File: src/rtl/lcd_nibble_receiver.sv
// lcd_nibble_receiver: display-side checker and byte reassembler for the 4-bit HD44780 LCD bus
module lcd_nibble_receiver #(
  parameter int MIN_EN_HIGH = 12,
  parameter int WAIT_PWR = 750000,
  parameter int WAIT_4MS = 205000,
  parameter int WAIT_100US = 5000,
  parameter int WAIT_40US = 2000,
  parameter int NIB_GAP = 50,
  parameter int CNT_W = 20
) (
  input logic CLK,
  input logic RST,
  input logic LCD_E,
  input logic [3:0] LCD_D,
  input logic LCD_RS,
  input logic LCD_RW,
  input logic ERR_CLR,
  output logic [7:0] BYTE_OUT,
  output logic RS_OUT,
  output logic BYTE_VLD,
  output logic INI_DETECT,
  output logic ERR_TIMING,
  output logic ERR_SEQ
);
  localparam int HW = $clog2(MIN_EN_HIGH + 1);
  typedef enum logic [2:0] {S_PWR, S_I1, S_I2, S_I3, S_HI, S_LO} state_t;
  state_t r_state;
  logic r_e_d, r_rs_q, r_rw_q, r_hi_rs;
  logic [HW-1:0] r_hi_cnt;
  logic [3:0] r_nib_q, r_hi_nib;
  logic [CNT_W-1:0] r_gap, w_need;
  logic w_fall, w_short, w_acc, w_init, w_gap_err, w_seq_err;
  always_comb begin
    w_fall = r_e_d && !LCD_E;
    w_short = w_fall && !r_rw_q && r_hi_cnt < HW'(MIN_EN_HIGH);
    w_acc = w_fall && !r_rw_q && !w_short;
    w_init = r_state != S_HI && r_state != S_LO;
    w_need = r_state == S_PWR ? CNT_W'(WAIT_PWR) : r_state == S_I1 ? CNT_W'(WAIT_4MS) :
             r_state == S_I2 ? CNT_W'(WAIT_100US) : r_state == S_LO ? CNT_W'(NIB_GAP) : CNT_W'(WAIT_40US);
    w_gap_err = w_acc && r_gap < w_need;
    w_seq_err = w_acc && (w_init ? r_nib_q != (r_state == S_I3 ? 4'h2 : 4'h3) :
                                   r_state == S_LO && r_rs_q != r_hi_rs);
  end
  always_ff @(posedge CLK or posedge RST)
    if (RST) begin
      r_state <= S_PWR;
      r_e_d <= 1'b0;
      r_rs_q <= 1'b0;
      r_rw_q <= 1'b0;
      r_hi_rs <= 1'b0;
      r_hi_cnt <= '0;
      r_nib_q <= '0;
      r_hi_nib <= '0;
      r_gap <= '0;
      BYTE_OUT <= '0;
      RS_OUT <= 1'b0;
      BYTE_VLD <= 1'b0;
      INI_DETECT <= 1'b0;
      ERR_TIMING <= 1'b0;
      ERR_SEQ <= 1'b0;
    end else begin
      r_e_d <= LCD_E;
      r_hi_cnt <= !LCD_E ? '0 : r_hi_cnt == HW'(MIN_EN_HIGH) ? r_hi_cnt : r_hi_cnt + 1'b1;
      if (LCD_E) begin
        r_nib_q <= LCD_D;
        r_rs_q <= LCD_RS;
        r_rw_q <= LCD_RW;
      end
      r_gap <= w_acc ? '0 : &r_gap ? r_gap : r_gap + 1'b1;
      BYTE_VLD <= 1'b0;
      ERR_TIMING <= w_short || w_gap_err ? 1'b1 : ERR_CLR ? 1'b0 : ERR_TIMING;
      ERR_SEQ <= w_seq_err ? 1'b1 : ERR_CLR ? 1'b0 : ERR_SEQ;
      if (w_acc) begin
        if (w_init) begin
          r_state <= w_seq_err ? S_PWR : state_t'(r_state + 3'd1);
          if (!w_seq_err && r_state == S_I3) INI_DETECT <= 1'b1;
        end else if (r_state == S_HI) begin
          r_hi_nib <= r_nib_q;
          r_hi_rs <= r_rs_q;
          r_state <= S_LO;
        end else begin
          BYTE_OUT <= {r_hi_nib, r_nib_q};
          RS_OUT <= r_hi_rs;
          BYTE_VLD <= 1'b1;
          r_state <= S_HI;
        end
      end
    end
endmodule

File: config.mk
export PLATFORM = sky130hd
export DESIGN_NAME = lcd_nibble_receiver
export DESIGN_NICKNAME = d
export VERILOG_FILES = /design/src/rtl/lcd_nibble_receiver.sv
export SDC_FILE = /design/constraint.sdc
export NUM_CORES = 1
export LEC_CHECK = 0
export CAP_MARGIN = 10
export CORE_AREA = 4 4 113 115
export CTS_CLUSTER_SIZE = 16
export DETAILED_ROUTE_END_ITERATION = 7
export DIE_AREA = 0 0 117 119
export PLACE_DENSITY = 0.5
export SLEW_MARGIN = 25
export SYNTH_ARGS = -nofsm -noshare
export SYNTH_HDL_FRONTEND = slang
export SYNTH_SLANG_ARGS = --single-unit
File: constraint.sdc
create_clock -name CLK -period 2.1 [get_ports CLK]
set_clock_uncertainty 0.05 [all_clocks]
set_input_delay 0.315 -clock CLK [delete_from_list [all_inputs] [get_ports CLK]]
set_output_delay 0.315 -clock CLK [all_outputs]
set_load 0.01 [all_outputs]
Run 1, metal 2:
Scale bar: 20 um.
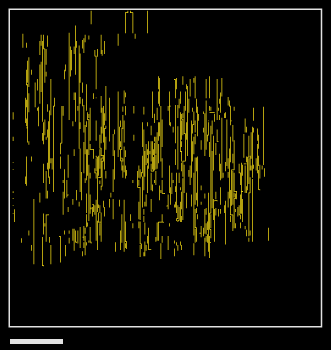
longest straight run	38.8 um
main direction	vertical
nets with wire on the layer	317
share of all routed wire	48%
final WL: 6760 um
Vias: 2327
grt met2 use: 16.4%

Run 1, gate families picked out:
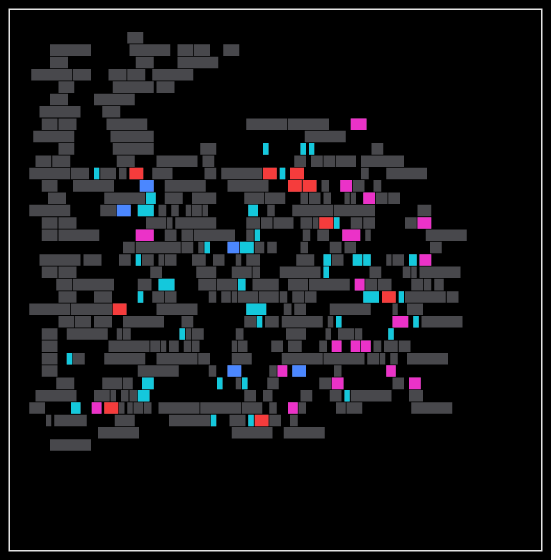
family	color	cells
AND and OR gates	magenta	18
AND-OR and OR-AND gates	blue	5
XOR/XNOR gates	red	10
NOR gates	cyan	38
Comb area share: 42.3%
most common logic cell in the routed design: dfrtp_1
non-filler cells, final: 489

Run 1, the metal 3 layer:
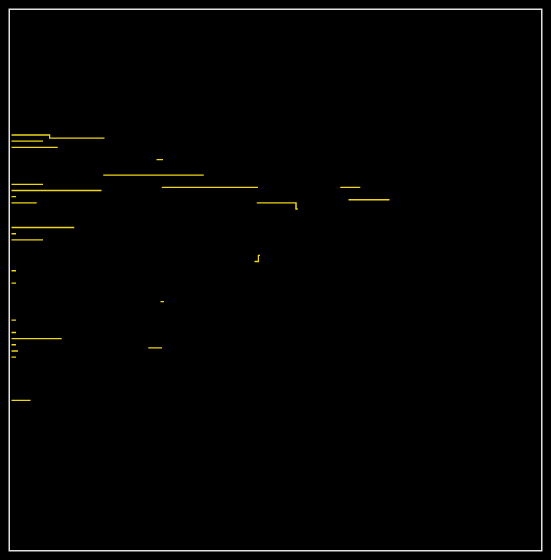
main direction	horizontal
longest straight run	21.8 um
wire length on this layer	183 um
nets with wire on the layer	24
share of all routed wire	2.7%
met3 Track Usage GR: 2.13%

==> results.txt, run 1 <==
fresh numbers from the pnr run: Filler cells=between 1000 and 1500, largest net degree at the start of global routing=between 50 and 60, flop count=around 52, P_sw=between 1 and 1.5 mW, Inverters=11, R2R depth=9, synth-to-layout area growth=34.9%, Clock Power Share=roughly 24%, cells after synthesis=about 280, metal3 WL=between 150 and 200 um, outcome=finished, violations left, Worst Hold Class=input port to async pin, failing checks=setup timing, Reg with most FFs=r_gap, FF-to-FF End=ERR_TIMING, total power=roughly 3.5 mW, unrepaired setup endpoints after global routing=true, P_int=2.28 mW, Final Setup Violations=1, EDFF count, synth=0, Sequential Power Share=39.4%, sw frac=between 30% and 40%, final core occ=between 30% and 40%, Post-DP HPWL=approximately 4900 um, placed cell count=between 400 and 500, clk sinks=52, worst IR drop on VDD=roughly 0.00035 V, hold_ws=about 0.32 ns, Stages on worst setup path=9, final worst setup slack=-0.0460 ns, top cells, area=dfrtp_1 (45%), ha_1 (9.6%), mux2_2 (7.8%), nor2_1 (3.0%), a21oi_1 (2.8%), Hold Buf Count CTS=0, worst endpoint required time=2.24 ns, Multi-In Gates=between 200 and 250, initial antenna violation count=0, drt drc=0, Clock Network Area Fraction=approximately 3.9%, Final Cell Area=between 3000 and 4000 sq um, Non-Clock Buffer Count=~64, ys async rst share=100%
Run 1, congestion heat map:
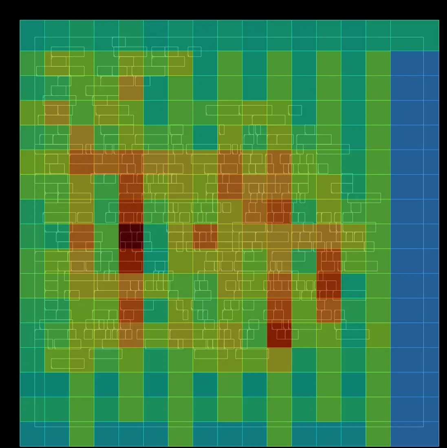

--- run 2 (diff from run 1) ---
Settings changed: CORE_AREA 4 4 113 115 to 4 4 103 125, DIE_AREA 0 0 117 119 to 0 0 107 129, PLACE_DENSITY 0.5 to unset.
Clock period 2.1 ns to 2.6 ns, I/O delays scaled along.
Run 2, congestion heat map:
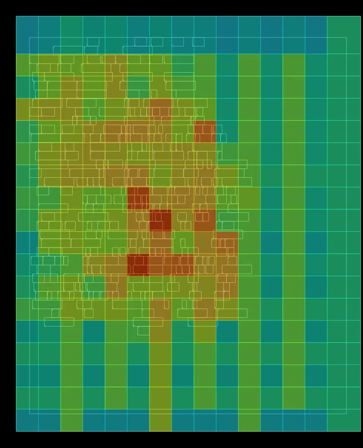
gr usage total: 9.65%
busiest grt layer: met2
grt met1 use: 11.1%
grt met2 use: 18.2%
final core occ: 30.5%

Run 2, metal 2:
Scale bar: 20 um.
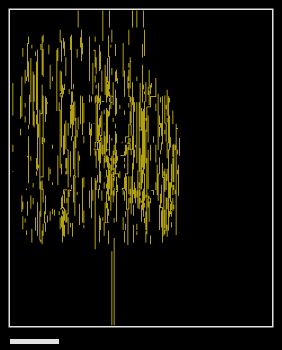
share of all routed wire	54%
longest straight run	49.3 um
wire length on this layer	3350 um
main direction	vertical
nets with wire on the layer	290
Vias: 2191
final WL: 6230 um

==> run 2 against run 1 <==
The flow now finishes without violations; sequential share of layout area grew 3.4 points; global-route usage shrank 0.72 points; combinational power shrank 47%; worst hold slack gained 0.076 ns; largest power group unchanged.
==> results.txt, run 2 <==
fresh numbers from the pnr run: FF-to-FF End=ERR_TIMING, Sequential Power Share=46.9% (+7.5 points), Final Cell Area=3520 sq um (-9.3%), EDFF count, synth=0 (unchanged), most common logic cell in the routed design=dfrtp_1, outcome=complete, no violations, initial antenna violation count=0 (unchanged), top cells, area=dfrtp_1 (45%), ha_1 (9.6%), mux2_2 (7.8%), nor2_1 (3.0%), a21oi_1 (2.8%), Comb area share=42.7% (+0.42 points), metal3 WL=223 um (+23%), final worst setup slack=0.289 ns (+0.335 ns), P_int=1.65 mW (-28%), P_sw=941 uW (-25%), ys async rst share=100% (unchanged), Clock Power Share=26.6% (+2.3 points), Final Setup Violations=0 (-1), Hold Buf Count CTS=0 (unchanged), total power=2.59 mW (-27%), Multi-In Gates=207 (unchanged), Non-Clock Buffer Count=33 (-48%), cells after synthesis=278 (unchanged), Reg with most FFs=r_gap, Post-DP HPWL=4740 um (-2.7%), hold_ws=0.400 ns (+0.0758 ns), worst endpoint required time=2.77 ns (+0.53 ns), R2R depth=8 (-1), worst IR drop on VDD=0.000355 V (+1.4%), met3 Track Usage GR=1.76% (-0.38 points), synth-to-layout area growth=22.4%, clk sinks=52 (unchanged), Stages on worst setup path=8 (-1), sw frac=36.3% (+0.66 points), placed cell count=460 (-3.8%), Inverters=11 (unchanged), drt drc=0 (unchanged)
Run 2, gate families picked out:
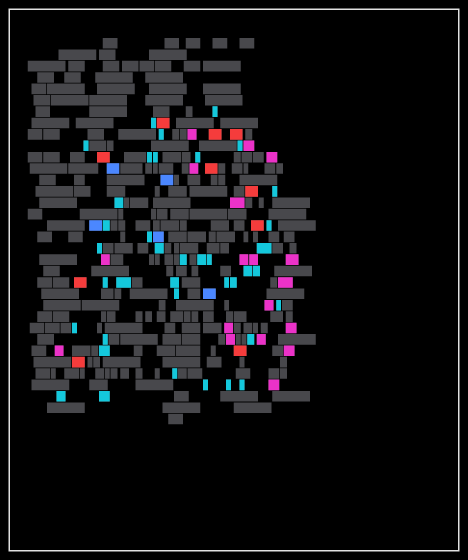
family	color	cells
XOR/XNOR gates	red	10
NOR gates	cyan	38
AND-OR and OR-AND gates	blue	5
AND and OR gates	magenta	18

Run 2, sequential cells grouped by signal name:
Scale bar: 20 um. Other sequential cells in the stronger gray, the rest of the logic in the fainter gray.
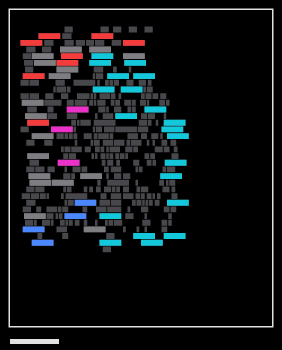

--- run 3 (diff from run 2) ---
Settings changed: GPL_TIMING_DRIVEN set to 0.
Run 3, sequential cells grouped by signal name:
Scale bar: 20 um. Other sequential cells in the stronger gray, the rest of the logic in the fainter gray.
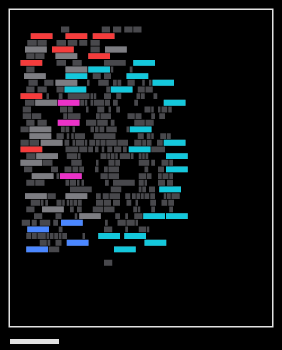
netlist name	color	sequential cells
`r_gap`	cyan	20
`r_hi_cnt`	blue	4
`r_state`	magenta	3
`BYTE_OUT`	red	8
not colored	17
final core occ: 30.0%
register area: 1300 sq um
P_seq: 1.21 mW
sequential cell area share: 37.6%

Run 3, metal 2:
Scale bar: 20 um.
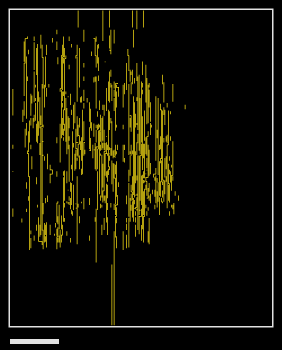
main direction	vertical
share of all routed wire	53%
longest straight run	44.0 um
wire length on this layer	3200 um
nets with wire on the layer	292

Run 3, congestion heat map:
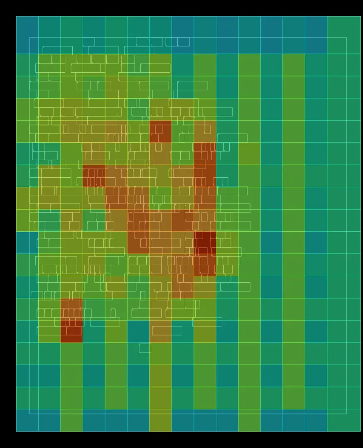
grt met2 use: 17.5%
WL/cell: 13.1 um
met3 Track Usage GR: 1.61%
gr usage total: 9.37%
grt met1 use: 11.1%

==> run 3 against run 2 <==
Largest cell class unchanged; clock power shrank 0.6%; sequential share of layout area grew 0.62 points; via count is essentially flat; sequential cell count is the same; cell count shrank 0.85%; routed wire length shrank 2.3%; worst hold slack gained 0.048 ns; global-route usage shrank 0.28 points.
==> results.txt, run 3 <==
fresh numbers from the pnr run: # Cells Yosys=278, Crit Path Max Fanout=8, Reg with most FFs=r_gap, Stages on worst setup path=9 (+1), Final Cell Area=3460 sq um (-1.6%), outcome=complete, no violations, final worst setup slack=0.151 ns (-0.138 ns), most common logic cell in the routed design=dfrtp_1, final WL=6090 um (-2.3%), cells after synthesis=278 (unchanged), hold_ws=0.448 ns (+0.0482 ns), ys async rst share=100% (unchanged), synth-to-layout area growth=20.4%, initial antenna violation count=0 (unchanged), Post-DP HPWL=4550 um (-4.0%), placed cell count=457 (-0.65%), FF-to-FF End=ERR_TIMING, worst endpoint required time=2.73 ns (-0.04 ns), Inserted Diodes=0, EDFF count, synth=0 (unchanged), Clock Power Share=26.5% (about the same), Multi-In Gates=207 (unchanged), sw frac=36.9% (+0.57 points), R2R depth=9 (+1), Comb area share=43.9% (+1.1 points), drt drc=0 (unchanged), P_sw=957 uW (+1.7%), P_int=1.64 mW (-0.77%), Inverters=11 (unchanged), worst IR drop on VDD=0.000415 V (+17%), Hold Buf Count CTS=0 (unchanged), I/O pins=23, clk sinks=52 (unchanged)
Power is estimated from default activity; no workload was simulated.
